clock_map.png
The bar under the picture is 50 µm long.
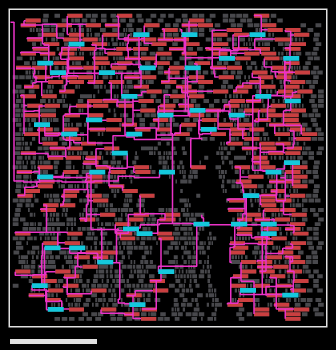
registers.png
The bar under the picture is 50 µm long. Other sequential cells in the stronger grey, the rest of the logic in the fainter grey.
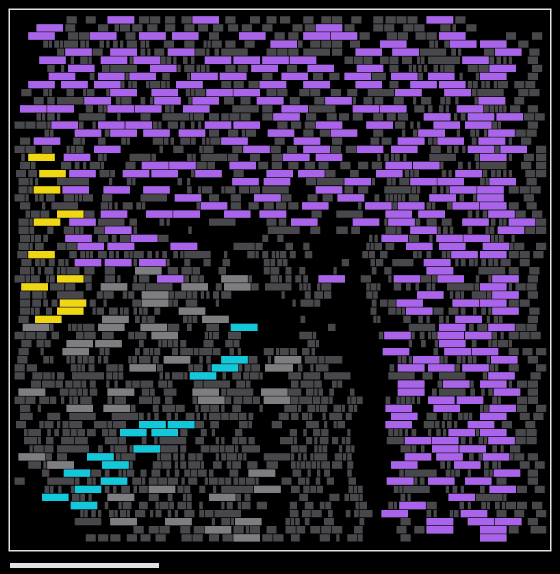
final_clocks.png
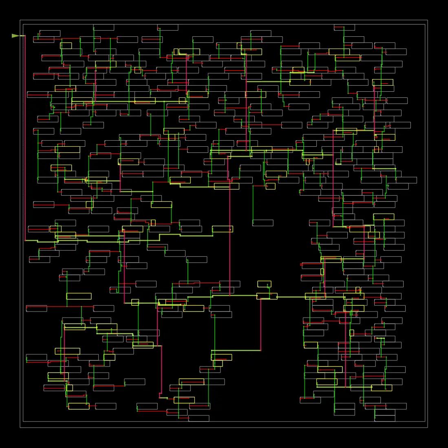
## src/rtl/result_fifo_drain_packer_if.sv

```systemverilog
// rtl/result_fifo_drain_packer_if.sv - result FIFO read side and result buffer write side of the drain packer
interface result_fifo_drain_packer_if #(
    parameter int DATA_W      = 16,
    parameter int LINES_LANES = 16,
    parameter int ADDR_W      = 11
);
    localparam int LINE_W = DATA_W * LINES_LANES;

    logic                   o_fifo_rd_en;
    logic [DATA_W-1:0]      i_fifo_rd_data;
    logic                   i_fifo_empty;
    logic                   o_wr_en;
    logic [ADDR_W-1:0]      o_wr_addr;
    logic [LINE_W-1:0]      o_wr_data;
    logic [LINES_LANES-1:0] o_wr_lane_mask;
    logic                   i_wr_ready;

    modport master (
        output o_fifo_rd_en,
        input  i_fifo_rd_data,
        input  i_fifo_empty,
        output o_wr_en,
        output o_wr_addr,
        output o_wr_data,
        output o_wr_lane_mask,
        input  i_wr_ready
    );

    modport slave (
        input  o_fifo_rd_en,
        output i_fifo_rd_data,
        output i_fifo_empty,
        input  o_wr_en,
        input  o_wr_addr,
        input  o_wr_data,
        input  o_wr_lane_mask,
        output i_wr_ready
    );
endinterface

```

## src/rtl/result_fifo_drain_packer.sv

```systemverilog
// rtl/result_fifo_drain_packer.sv - drains FP16 results from the result FIFO and packs them into 256-bit buffer lines
module result_fifo_drain_packer #(
    parameter int DATA_W      = 16,
    parameter int LINES_LANES = 16,
    parameter int ADDR_W      = 11
) (
    input  logic                  i_clk,
    input  logic                  i_reset_n,
    input  logic                  i_start,
    input  logic [15:0]           i_expected_count,
    input  logic [ADDR_W-1:0]     i_base_addr,
    output logic                  o_busy,
    output logic                  o_done,
    output logic [15:0]           o_drain_count,
    output logic [2:0]            o_state,
    output logic                  o_err_start_busy,
    result_fifo_drain_packer_if.master bus
);
    localparam int LINE_W = DATA_W * LINES_LANES;
    localparam int LANE_W = $clog2(LINES_LANES);
    localparam logic [LANE_W:0] LINE_FULL = (LANE_W+1)'(LINES_LANES);

    typedef enum logic [2:0] {
        IDLE  = 3'd0,
        DRAIN = 3'd1,
        WRITE = 3'd2,
        DONE  = 3'd3
    } state_t;

    state_t                 r_state;
    state_t                 w_next_state;
    logic [15:0]            r_expected;
    logic [15:0]            r_issued;
    logic [15:0]            r_captured;
    logic [LANE_W:0]        r_issued_in_line;
    logic [ADDR_W-1:0]      r_addr;
    logic [LINE_W-1:0]      r_lanes;
    logic                   r_rd_pending;
    logic                   r_err_start_busy;

    logic                   w_rd_en;
    logic                   w_wr_en;
    logic                   w_done;
    logic                   w_busy;
    logic                   w_line_done;
    logic [LANE_W-1:0]      w_lane;
    logic [LINES_LANES-1:0] w_mask;

    // The capture slot is the low bits of the job-wide capture count; lines always start on a 16-result boundary.
    assign w_lane      = r_captured[LANE_W-1:0];
    assign w_line_done = r_rd_pending &&
                         ((w_lane == {LANE_W{1'b1}}) || (r_captured + 16'd1 == r_expected));

    // A capture count that is a multiple of 16 inside WRITE means a full line; otherwise the low bits give the partial size.
    always_comb begin
        w_mask = '0;
        if (r_state == WRITE) begin
            if (w_lane == '0) w_mask = '1;
            else              w_mask = (LINES_LANES'(1) << w_lane) - LINES_LANES'(1);
        end
    end

    // State register.
    always_ff @(posedge i_clk or negedge i_reset_n) begin
        if (!i_reset_n) r_state <= IDLE;
        else            r_state <= w_next_state;
    end

    // Next-state and handshake outputs; the FIFO is never popped outside DRAIN.
    always_comb begin
        w_next_state = r_state;
        w_rd_en      = 1'b0;
        w_wr_en      = 1'b0;
        w_done       = 1'b0;
        w_busy       = 1'b0;
        case (r_state)
            IDLE: begin
                if (i_start) w_next_state = (i_expected_count == 16'd0) ? DONE : DRAIN;
            end
            DRAIN: begin
                w_busy  = 1'b1;
                w_rd_en = !bus.i_fifo_empty && (r_issued < r_expected) && (r_issued_in_line < LINE_FULL);
                if (w_line_done) w_next_state = WRITE;
            end
            WRITE: begin
                w_busy  = 1'b1;
                w_wr_en = 1'b1;
                if (bus.i_wr_ready) w_next_state = (r_captured == r_expected) ? DONE : DRAIN;
            end
            DONE: begin
                w_done       = 1'b1;
                w_next_state = IDLE;
            end
            default: w_next_state = IDLE;
        endcase
    end

    // Job datapath: pop bookkeeping, lane capture one cycle after each pop, line retire on write acceptance.
    always_ff @(posedge i_clk or negedge i_reset_n) begin
        if (!i_reset_n) begin
            r_expected       <= '0;
            r_issued         <= '0;
            r_captured       <= '0;
            r_issued_in_line <= '0;
            r_addr           <= '0;
            r_lanes          <= '0;
            r_rd_pending     <= 1'b0;
        end else if (r_state == IDLE && i_start) begin
            r_expected       <= i_expected_count;
            r_addr           <= i_base_addr;
            r_issued         <= '0;
            r_captured       <= '0;
            r_issued_in_line <= '0;
            r_lanes          <= '0;
            r_rd_pending     <= 1'b0;
        end else begin
            r_rd_pending <= w_rd_en;
            if (w_rd_en) begin
                r_issued         <= r_issued + 16'd1;
                r_issued_in_line <= r_issued_in_line + (LANE_W+1)'(1);
            end
            if (r_rd_pending) begin
                r_lanes[w_lane*DATA_W +: DATA_W] <= bus.i_fifo_rd_data;
                r_captured                       <= r_captured + 16'd1;
            end
            if (r_state == WRITE && bus.i_wr_ready) begin
                r_lanes          <= '0;
                r_issued_in_line <= '0;
                r_addr           <= r_addr + ADDR_W'(1);
            end
        end
    end

    // Sticky flag for a start request that arrives while a job is still in flight.
    always_ff @(posedge i_clk or negedge i_reset_n) begin
        if (!i_reset_n)                     r_err_start_busy <= 1'b0;
        else if (i_start && r_state != IDLE) r_err_start_busy <= 1'b1;
    end

    assign o_busy             = w_busy;
    assign o_done             = w_done;
    assign o_drain_count      = r_captured;
    assign o_state            = r_state;
    assign o_err_start_busy   = r_err_start_busy;
    assign bus.o_fifo_rd_en   = w_rd_en;
    assign bus.o_wr_en        = w_wr_en;
    assign bus.o_wr_addr      = r_addr;
    assign bus.o_wr_data      = r_lanes;
    assign bus.o_wr_lane_mask = w_mask;
endmodule

```

## src/flat_wrapper.sv

```systemverilog
// flat-port wrapper written by rule: the top's interface ports become plain ports
module result_fifo_drain_packer_flat 
#(
    parameter int DATA_W      = 16,
    parameter int LINES_LANES = 16,
    parameter int ADDR_W      = 11
)
  (i_clk, i_reset_n, i_start, i_expected_count, i_base_addr, o_busy, o_done, o_drain_count, o_state, o_err_start_busy, bus_o_fifo_rd_en, bus_i_fifo_rd_data, bus_i_fifo_empty, bus_o_wr_en, bus_o_wr_addr, bus_o_wr_data, bus_o_wr_lane_mask, bus_i_wr_ready);
  result_fifo_drain_packer_if #(.DATA_W(DATA_W), .LINES_LANES(LINES_LANES), .ADDR_W(ADDR_W)) bus_i ();
  input  logic i_clk;
  input  logic i_reset_n;
  input  logic i_start;
  input  logic [15:0] i_expected_count;
  input  logic [ADDR_W-1:0] i_base_addr;
  output logic o_busy;
  output logic o_done;
  output logic [15:0] o_drain_count;
  output logic [2:0] o_state;
  output logic o_err_start_busy;
  output wire logic [$bits(bus_i.o_fifo_rd_en)-1:0] bus_o_fifo_rd_en;
  input wire logic [$bits(bus_i.i_fifo_rd_data)-1:0] bus_i_fifo_rd_data;
  input wire logic [$bits(bus_i.i_fifo_empty)-1:0] bus_i_fifo_empty;
  output wire logic [$bits(bus_i.o_wr_en)-1:0] bus_o_wr_en;
  output wire logic [$bits(bus_i.o_wr_addr)-1:0] bus_o_wr_addr;
  output wire logic [$bits(bus_i.o_wr_data)-1:0] bus_o_wr_data;
  output wire logic [$bits(bus_i.o_wr_lane_mask)-1:0] bus_o_wr_lane_mask;
  input wire logic [$bits(bus_i.i_wr_ready)-1:0] bus_i_wr_ready;
  assign bus_o_fifo_rd_en = bus_i.o_fifo_rd_en;
  assign bus_i.i_fifo_rd_data = bus_i_fifo_rd_data;
  assign bus_i.i_fifo_empty = bus_i_fifo_empty;
  assign bus_o_wr_en = bus_i.o_wr_en;
  assign bus_o_wr_addr = bus_i.o_wr_addr;
  assign bus_o_wr_data = bus_i.o_wr_data;
  assign bus_o_wr_lane_mask = bus_i.o_wr_lane_mask;
  assign bus_i.i_wr_ready = bus_i_wr_ready;
  result_fifo_drain_packer #(.DATA_W(DATA_W), .LINES_LANES(LINES_LANES), .ADDR_W(ADDR_W)) u_core (.i_clk(i_clk), .i_reset_n(i_reset_n), .i_start(i_start), .i_expected_count(i_expected_count), .i_base_addr(i_base_addr), .o_busy(o_busy), .o_done(o_done), .o_drain_count(o_drain_count), .o_state(o_state), .o_err_start_busy(o_err_start_busy), .bus(bus_i));
endmodule
```

## config.mk

```make
export PLATFORM = sky130hd
export DESIGN_NAME = result_fifo_drain_packer_flat
export DESIGN_NICKNAME = d
export VERILOG_FILES = /design/src/rtl/result_fifo_drain_packer_if.sv /design/src/rtl/result_fifo_drain_packer.sv /design/src/flat_wrapper.sv
export SDC_FILE = /design/constraint.sdc
export NUM_CORES = 1
export LEC_CHECK = 0
export CORE_UTILIZATION = 45
export CTS_CLUSTER_DIAMETER = 40
export DETAILED_ROUTE_END_ITERATION = 6
export PLACE_DENSITY_LB_ADDON = 0.15
export SLEW_MARGIN = 0
export SYNTH_ARGS = -nofsm -noshare
export SYNTH_HDL_FRONTEND = slang
export SYNTH_SLANG_ARGS = --single-unit
```

## constraint.sdc

```tcl
create_clock -name i_clk -period 4.1 [get_ports i_clk]
set_input_delay 0.82 -clock i_clk [delete_from_list [all_inputs] [get_ports i_clk]]
set_output_delay 0.82 -clock i_clk [all_outputs]
set_load 0.02 [all_outputs]
```

==> reports/qor.yml <==
comb-power_mw: 3.40
grt_util_all_layers: 0.277
post_cts_buffers: 0
num-nets-final: 1902
postSynthAreaPerCell_um2: 9.86
status: "finished, final reports clean"
slew_viol_final: 0
min_period_ns: 3.96
wl_met2_um: 21200
hold_path.class: "primary input to async pin"
dieHeight_um: 181
tap_cells: 402
p_comb_frac: 0.310
clkCellAreaFrac: 0.0763
startpoint_type: "flip-flop"
fin_worst_skew_ns: 0.0164
powerSeq_mw: 3.61
crit_path_top_delay_cell: "dfrtp_1"
fa_ha_area_frac: 0.0285
async_reset_ff_frac: 1.00
cp_num_buf_inv: 2
ys_warn_count: 0
worstSetupPathType: "flip-flop to output pin"
synthXorXnorAreaFrac: 0.0278
largest_register_ffs: 256
cp-endpoint: "bus_o_wr_lane_mask[15]"
power_density_mw_per_mm2: 546
## Picture notes: clock_map.png
[cells driving clock nets] cyan | count: 44
[clock wires] magenta | length: 4,140 µm
[flip-flops] red | count: 324
routed clock nets	45

## Picture notes: registers.png
name in the netlist	colour	flops	where
`u_core.bus.o_wr_data`	purple	256	spread over the die
`u_core.bus.o_wr_addr`	yellow	11	middle left
`u_core.r_expected`	cyan	16	lower left

## Picture notes: final_clocks.png
Clock Buffer Count: 51
total CTS buffers: 44
clock latency on the worst-skew pair: 0.53 ns
Seq cells: 324
Sink Count: 324

